clock_nets.png
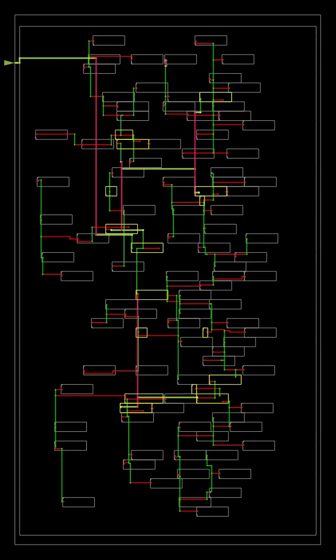
m2.png
Scale: 3 px per um.
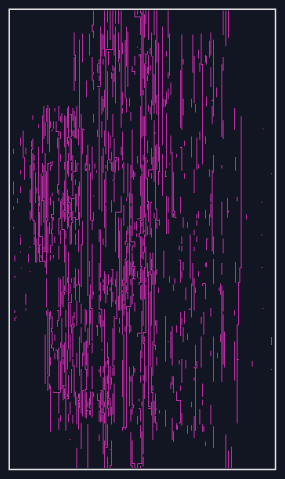
util_map.png
Scale: 3 px per um. 9 x 15 tiles, from black (low) to pale yellow (high), 0 to 100% covered.
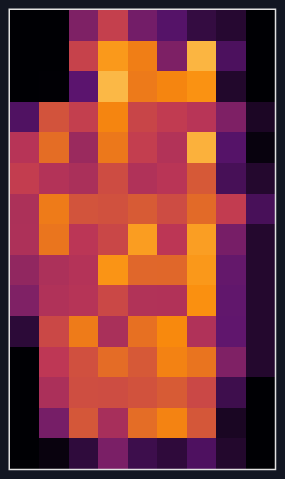
ff_map.png
Scale: 3 px per um.
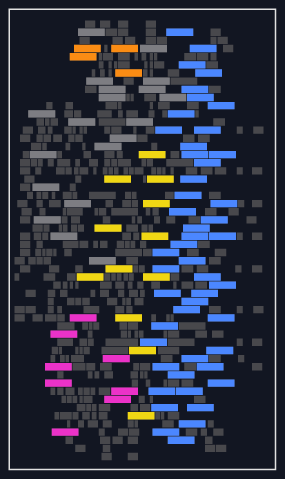
## src/rtl/activation_flow_controller_if.sv

```systemverilog
// rtl/activation_flow_controller_if.sv - instruction and accumulator/buffer handshake bundle for the activation flow controller
interface activation_flow_controller_if #(
    parameter int ACC_ADDR_WIDTH = 8,
    parameter int BUF_ADDR_WIDTH = 12,
    parameter int LENGTH_WIDTH   = 8
);
    logic                      enable;
    logic [7:0]                instr_opcode;
    logic [LENGTH_WIDTH-1:0]   instr_length;
    logic [ACC_ADDR_WIDTH-1:0] instr_acc_addr;
    logic [BUF_ADDR_WIDTH-1:0] instr_buffer_addr;
    logic                      instr_enable;
    logic [ACC_ADDR_WIDTH-1:0] acc_to_act_addr;
    logic                      acc_read_enable;
    logic [3:0]                activation_function;
    logic                      is_act_signed;
    logic [BUF_ADDR_WIDTH-1:0] act_to_buf_addr;
    logic                      buf_write_enable;
    logic                      busy;
    logic                      resource_busy;

    modport master (
        output enable, instr_opcode, instr_length, instr_acc_addr, instr_buffer_addr, instr_enable,
        input  acc_to_act_addr, acc_read_enable, activation_function, is_act_signed,
               act_to_buf_addr, buf_write_enable, busy, resource_busy
    );

    modport slave (
        input  enable, instr_opcode, instr_length, instr_acc_addr, instr_buffer_addr, instr_enable,
        output acc_to_act_addr, acc_read_enable, activation_function, is_act_signed,
               act_to_buf_addr, buf_write_enable, busy, resource_busy
    );
endinterface

```

## src/rtl/activation_flow_controller.sv

```systemverilog
// rtl/activation_flow_controller.sv - drains accumulator rows through the activation unit into the unified buffer
module activation_flow_controller #(
    parameter int MATRIX_WIDTH       = 14,
    parameter int ACC_READ_LATENCY   = 1,
    parameter int ACTIVATION_LATENCY = 3,
    parameter int ACC_ADDR_WIDTH     = 8,
    parameter int BUF_ADDR_WIDTH     = 12,
    parameter int LENGTH_WIDTH       = 8
) (
    input  logic                         clk,
    input  logic                         rst,
    activation_flow_controller_if.slave  bus
);
    localparam int D = ACC_READ_LATENCY + ACTIVATION_LATENCY;
    localparam logic [0:0] S_IDLE = 1'b0;
    localparam logic [0:0] S_RUN  = 1'b1;

    if (MATRIX_WIDTH < 1 || ACC_READ_LATENCY < 1 || ACTIVATION_LATENCY < 1) begin : g_param_check
        $error("activation_flow_controller: widths and latencies must be at least 1");
    end

    logic [0:0]                r_state;
    logic [ACC_ADDR_WIDTH-1:0] r_rd_addr;
    logic [BUF_ADDR_WIDTH-1:0] r_buf_addr;
    logic [LENGTH_WIDTH-1:0]   r_left;
    logic [3:0]                r_func;
    logic                      r_signed;
    logic [D:1]                r_vld;
    logic [3:0]                r_func_dl [1:ACC_READ_LATENCY];
    logic                      r_sign_dl [1:ACC_READ_LATENCY];
    logic [BUF_ADDR_WIDTH-1:0] r_addr_dl [1:D];
    logic                      w_rd;
    logic [2:0]                w_unused_opcode;

    assign w_rd            = (r_state == S_RUN);
    assign w_unused_opcode = bus.instr_opcode[7:5];

    // Valid, function/sign and write address travel together down shift registers so a
    // new instruction can start while the previous one's writes are still draining.
    always_ff @(posedge clk or posedge rst) begin
        if (rst) begin
            r_state    <= S_IDLE;
            r_rd_addr  <= '0;
            r_buf_addr <= '0;
            r_left     <= '0;
            r_func     <= '0;
            r_signed   <= 1'b0;
            r_vld      <= '0;
            for (int i = 1; i <= ACC_READ_LATENCY; i++) begin
                r_func_dl[i] <= '0;
                r_sign_dl[i] <= 1'b0;
            end
            for (int i = 1; i <= D; i++) begin
                r_addr_dl[i] <= '0;
            end
        end else if (bus.enable) begin
            r_vld[1]     <= w_rd;
            r_func_dl[1] <= w_rd ? r_func : 4'd0;
            r_sign_dl[1] <= w_rd & r_signed;
            r_addr_dl[1] <= w_rd ? r_buf_addr : '0;
            for (int i = 2; i <= D; i++) begin
                r_vld[i]     <= r_vld[i-1];
                r_addr_dl[i] <= r_addr_dl[i-1];
            end
            for (int i = 2; i <= ACC_READ_LATENCY; i++) begin
                r_func_dl[i] <= r_func_dl[i-1];
                r_sign_dl[i] <= r_sign_dl[i-1];
            end

            case (r_state)
                S_IDLE: begin
                    if (bus.instr_enable && (bus.instr_length != '0)) begin
                        r_func     <= bus.instr_opcode[3:0];
                        r_signed   <= bus.instr_opcode[4];
                        r_rd_addr  <= bus.instr_acc_addr;
                        r_buf_addr <= bus.instr_buffer_addr;
                        r_left     <= bus.instr_length;
                        r_state    <= S_RUN;
                    end
                end
                default: begin
                    r_rd_addr  <= r_rd_addr + ACC_ADDR_WIDTH'(1);
                    r_buf_addr <= r_buf_addr + BUF_ADDR_WIDTH'(1);
                    r_left     <= r_left - LENGTH_WIDTH'(1);
                    if (r_left == LENGTH_WIDTH'(1)) begin
                        r_state <= S_IDLE;
                    end
                end
            endcase
        end
    end

    assign bus.acc_read_enable     = w_rd;
    assign bus.acc_to_act_addr     = w_rd ? r_rd_addr : '0;
    assign bus.activation_function = r_vld[ACC_READ_LATENCY] ? r_func_dl[ACC_READ_LATENCY] : 4'd0;
    assign bus.is_act_signed       = r_vld[ACC_READ_LATENCY] & r_sign_dl[ACC_READ_LATENCY];
    assign bus.buf_write_enable    = r_vld[D];
    assign bus.act_to_buf_addr     = r_vld[D] ? r_addr_dl[D] : '0;
    assign bus.busy                = w_rd;
    assign bus.resource_busy       = w_rd | (|r_vld);
endmodule

```

## src/flat_wrapper.sv

```systemverilog
// flat-port wrapper written by rule: the top's interface ports become plain ports
module activation_flow_controller_flat 
#(
    parameter int MATRIX_WIDTH       = 14,
    parameter int ACC_READ_LATENCY   = 1,
    parameter int ACTIVATION_LATENCY = 3,
    parameter int ACC_ADDR_WIDTH     = 8,
    parameter int BUF_ADDR_WIDTH     = 12,
    parameter int LENGTH_WIDTH       = 8
)
  (clk, rst, bus_enable, bus_instr_opcode, bus_instr_length, bus_instr_acc_addr, bus_instr_buffer_addr, bus_instr_enable, bus_acc_to_act_addr, bus_acc_read_enable, bus_activation_function, bus_is_act_signed, bus_act_to_buf_addr, bus_buf_write_enable, bus_busy, bus_resource_busy);
  activation_flow_controller_if #(.ACC_ADDR_WIDTH(ACC_ADDR_WIDTH), .BUF_ADDR_WIDTH(BUF_ADDR_WIDTH), .LENGTH_WIDTH(LENGTH_WIDTH)) bus_i ();
  input  logic clk;
  input  logic rst;
  input wire logic [$bits(bus_i.enable)-1:0] bus_enable;
  input wire logic [$bits(bus_i.instr_opcode)-1:0] bus_instr_opcode;
  input wire logic [$bits(bus_i.instr_length)-1:0] bus_instr_length;
  input wire logic [$bits(bus_i.instr_acc_addr)-1:0] bus_instr_acc_addr;
  input wire logic [$bits(bus_i.instr_buffer_addr)-1:0] bus_instr_buffer_addr;
  input wire logic [$bits(bus_i.instr_enable)-1:0] bus_instr_enable;
  output wire logic [$bits(bus_i.acc_to_act_addr)-1:0] bus_acc_to_act_addr;
  output wire logic [$bits(bus_i.acc_read_enable)-1:0] bus_acc_read_enable;
  output wire logic [$bits(bus_i.activation_function)-1:0] bus_activation_function;
  output wire logic [$bits(bus_i.is_act_signed)-1:0] bus_is_act_signed;
  output wire logic [$bits(bus_i.act_to_buf_addr)-1:0] bus_act_to_buf_addr;
  output wire logic [$bits(bus_i.buf_write_enable)-1:0] bus_buf_write_enable;
  output wire logic [$bits(bus_i.busy)-1:0] bus_busy;
  output wire logic [$bits(bus_i.resource_busy)-1:0] bus_resource_busy;
  assign bus_i.enable = bus_enable;
  assign bus_i.instr_opcode = bus_instr_opcode;
  assign bus_i.instr_length = bus_instr_length;
  assign bus_i.instr_acc_addr = bus_instr_acc_addr;
  assign bus_i.instr_buffer_addr = bus_instr_buffer_addr;
  assign bus_i.instr_enable = bus_instr_enable;
  assign bus_acc_to_act_addr = bus_i.acc_to_act_addr;
  assign bus_acc_read_enable = bus_i.acc_read_enable;
  assign bus_activation_function = bus_i.activation_function;
  assign bus_is_act_signed = bus_i.is_act_signed;
  assign bus_act_to_buf_addr = bus_i.act_to_buf_addr;
  assign bus_buf_write_enable = bus_i.buf_write_enable;
  assign bus_busy = bus_i.busy;
  assign bus_resource_busy = bus_i.resource_busy;
  activation_flow_controller #(.MATRIX_WIDTH(MATRIX_WIDTH), .ACC_READ_LATENCY(ACC_READ_LATENCY), .ACTIVATION_LATENCY(ACTIVATION_LATENCY), .ACC_ADDR_WIDTH(ACC_ADDR_WIDTH), .BUF_ADDR_WIDTH(BUF_ADDR_WIDTH), .LENGTH_WIDTH(LENGTH_WIDTH)) u_core (.clk(clk), .rst(rst), .bus(bus_i));
endmodule
```

## config.mk

```make
export PLATFORM = sky130hd
export DESIGN_NAME = activation_flow_controller_flat
export DESIGN_NICKNAME = d
export VERILOG_FILES = /design/src/rtl/activation_flow_controller_if.sv /design/src/rtl/activation_flow_controller.sv /design/src/flat_wrapper.sv
export SDC_FILE = /design/constraint.sdc
export NUM_CORES = 1
export LEC_CHECK = 0
export CORE_ASPECT_RATIO = 1.75
export CORE_MARGIN = 1
export CORE_UTILIZATION = 35
export DETAILED_ROUTE_END_ITERATION = 10
export SLEW_MARGIN = 5
export SYNTH_ARGS = -nofsm -noshare
export SYNTH_HDL_FRONTEND = slang
export SYNTH_SLANG_ARGS = --single-unit
export TNS_END_PERCENT = 1
```

## constraint.sdc

```tcl
create_clock -name clk -period 3.3 [get_ports clk]
set_clock_uncertainty 0.2 [all_clocks]
set_input_delay 0.825 -clock clk [delete_from_list [all_inputs] [get_ports clk]]
set_output_delay 0.825 -clock clk [all_outputs]
set_load 0.02 [all_outputs]
```

==> summary.txt <==
Item: results of the latest flow run.

- The DRC violation count after routing is 0.
- The detailed placement HPWL is 7210 um.
- The sum of met3 wire segment lengths after detailed routing is 381 um.
- The detail route stage leaves a number of antenna-violating nets equal to 0.
- The non-clock buffer contribution to total cell area is a little over an eighth.
- The shortest period the worst path allows is just under 3000 ps.
- In the final layout, multi-input gates take up 36.4% of the cell area.
- Clock tree buffers and inverters occupy approximately 5.2% of the routed design's cell area.
- The final layout report lists a non-clock buffer count of 79.
- The dominant power group in this design is sequential cells.
- Routing resource usage on met2 recorded by global route was ~29%.
- The number of violations reported at the end of detailed-routing iteration 0 is between 150 and 200.
- Of the total synthesized cell area, the portion taken by full adders, half adders and majority gates is between 1 and 1.5%.
- The area after detailed placement is ~5400 um2.
- Of the cells placed in the final design, the portion with a size suffix greater than 1 is 18.4%.
- After the last flow step, the layout net total stands at ~530.
- After synthesis, the cell types taking the most area are sky130_fd_sc_hd__dfrtp_1, sky130_fd_sc_hd__mux2_2, sky130_fd_sc_hd__o22ai_1.
- In the final report, the number of endpoints failing setup comes to 0.
- The report counts max-capacitance violations totalling 0.
- The launch instance of the worst min-delay path is u_core.r_func[3].
- The run finished with clean final reports.
- The part of the cycle the worst path needs is around nine tenths.
- The chip occupies approximately 13000 um2.
- The clock tree buffer depth is 2.
- The number of endpoints with negative hold slack in the final report is 0.
- The chip area from the yosys synthesis statistics is roughly 4600 um2.
- The worst path meets setup with slightly below 400 ps of slack.
- The per-instance average area after synthesis is 10.6 um2.
- The design has between 90 and 100 sequential cells.
- The xor/xnor share of the synthesized area is 0%.
- Per the timing report, the achievable frequency comes out to between 300 and 400 MHz.
- The floorplan step set the die height to approximately 150 um.
- Yosys mapped the design onto ~47 distinct sky130hd cell types.
- The number of placed instances, taps included, is between 600 and 700.
- The fraction of met3 tracks used by global routing is under 10%.
Notes on clock_nets.png above:
# clk buffers: 13
clock sink count: 91

Notes on m2.png above:
The layer carries 5550 um of wire. The longest straight run is 50.5 um. The wires run mostly vertical.

Notes on util_map.png above:
7.4% of the tiles are over 75% full. The mean over all tiles is 41%. The fullest tile reaches 85%. 12% of the tiles are nearly empty.

Notes on ff_map.png above:
Orange marks u_core.r_func, flops 4. Yellow marks u_core.r_buf_addr, flops 12, where center. Magenta marks u_core.r_left, flops 8, where lower left. Blue marks u_core.r_addr_dl, flops 48.

Power and IR drop assume default switching activity.
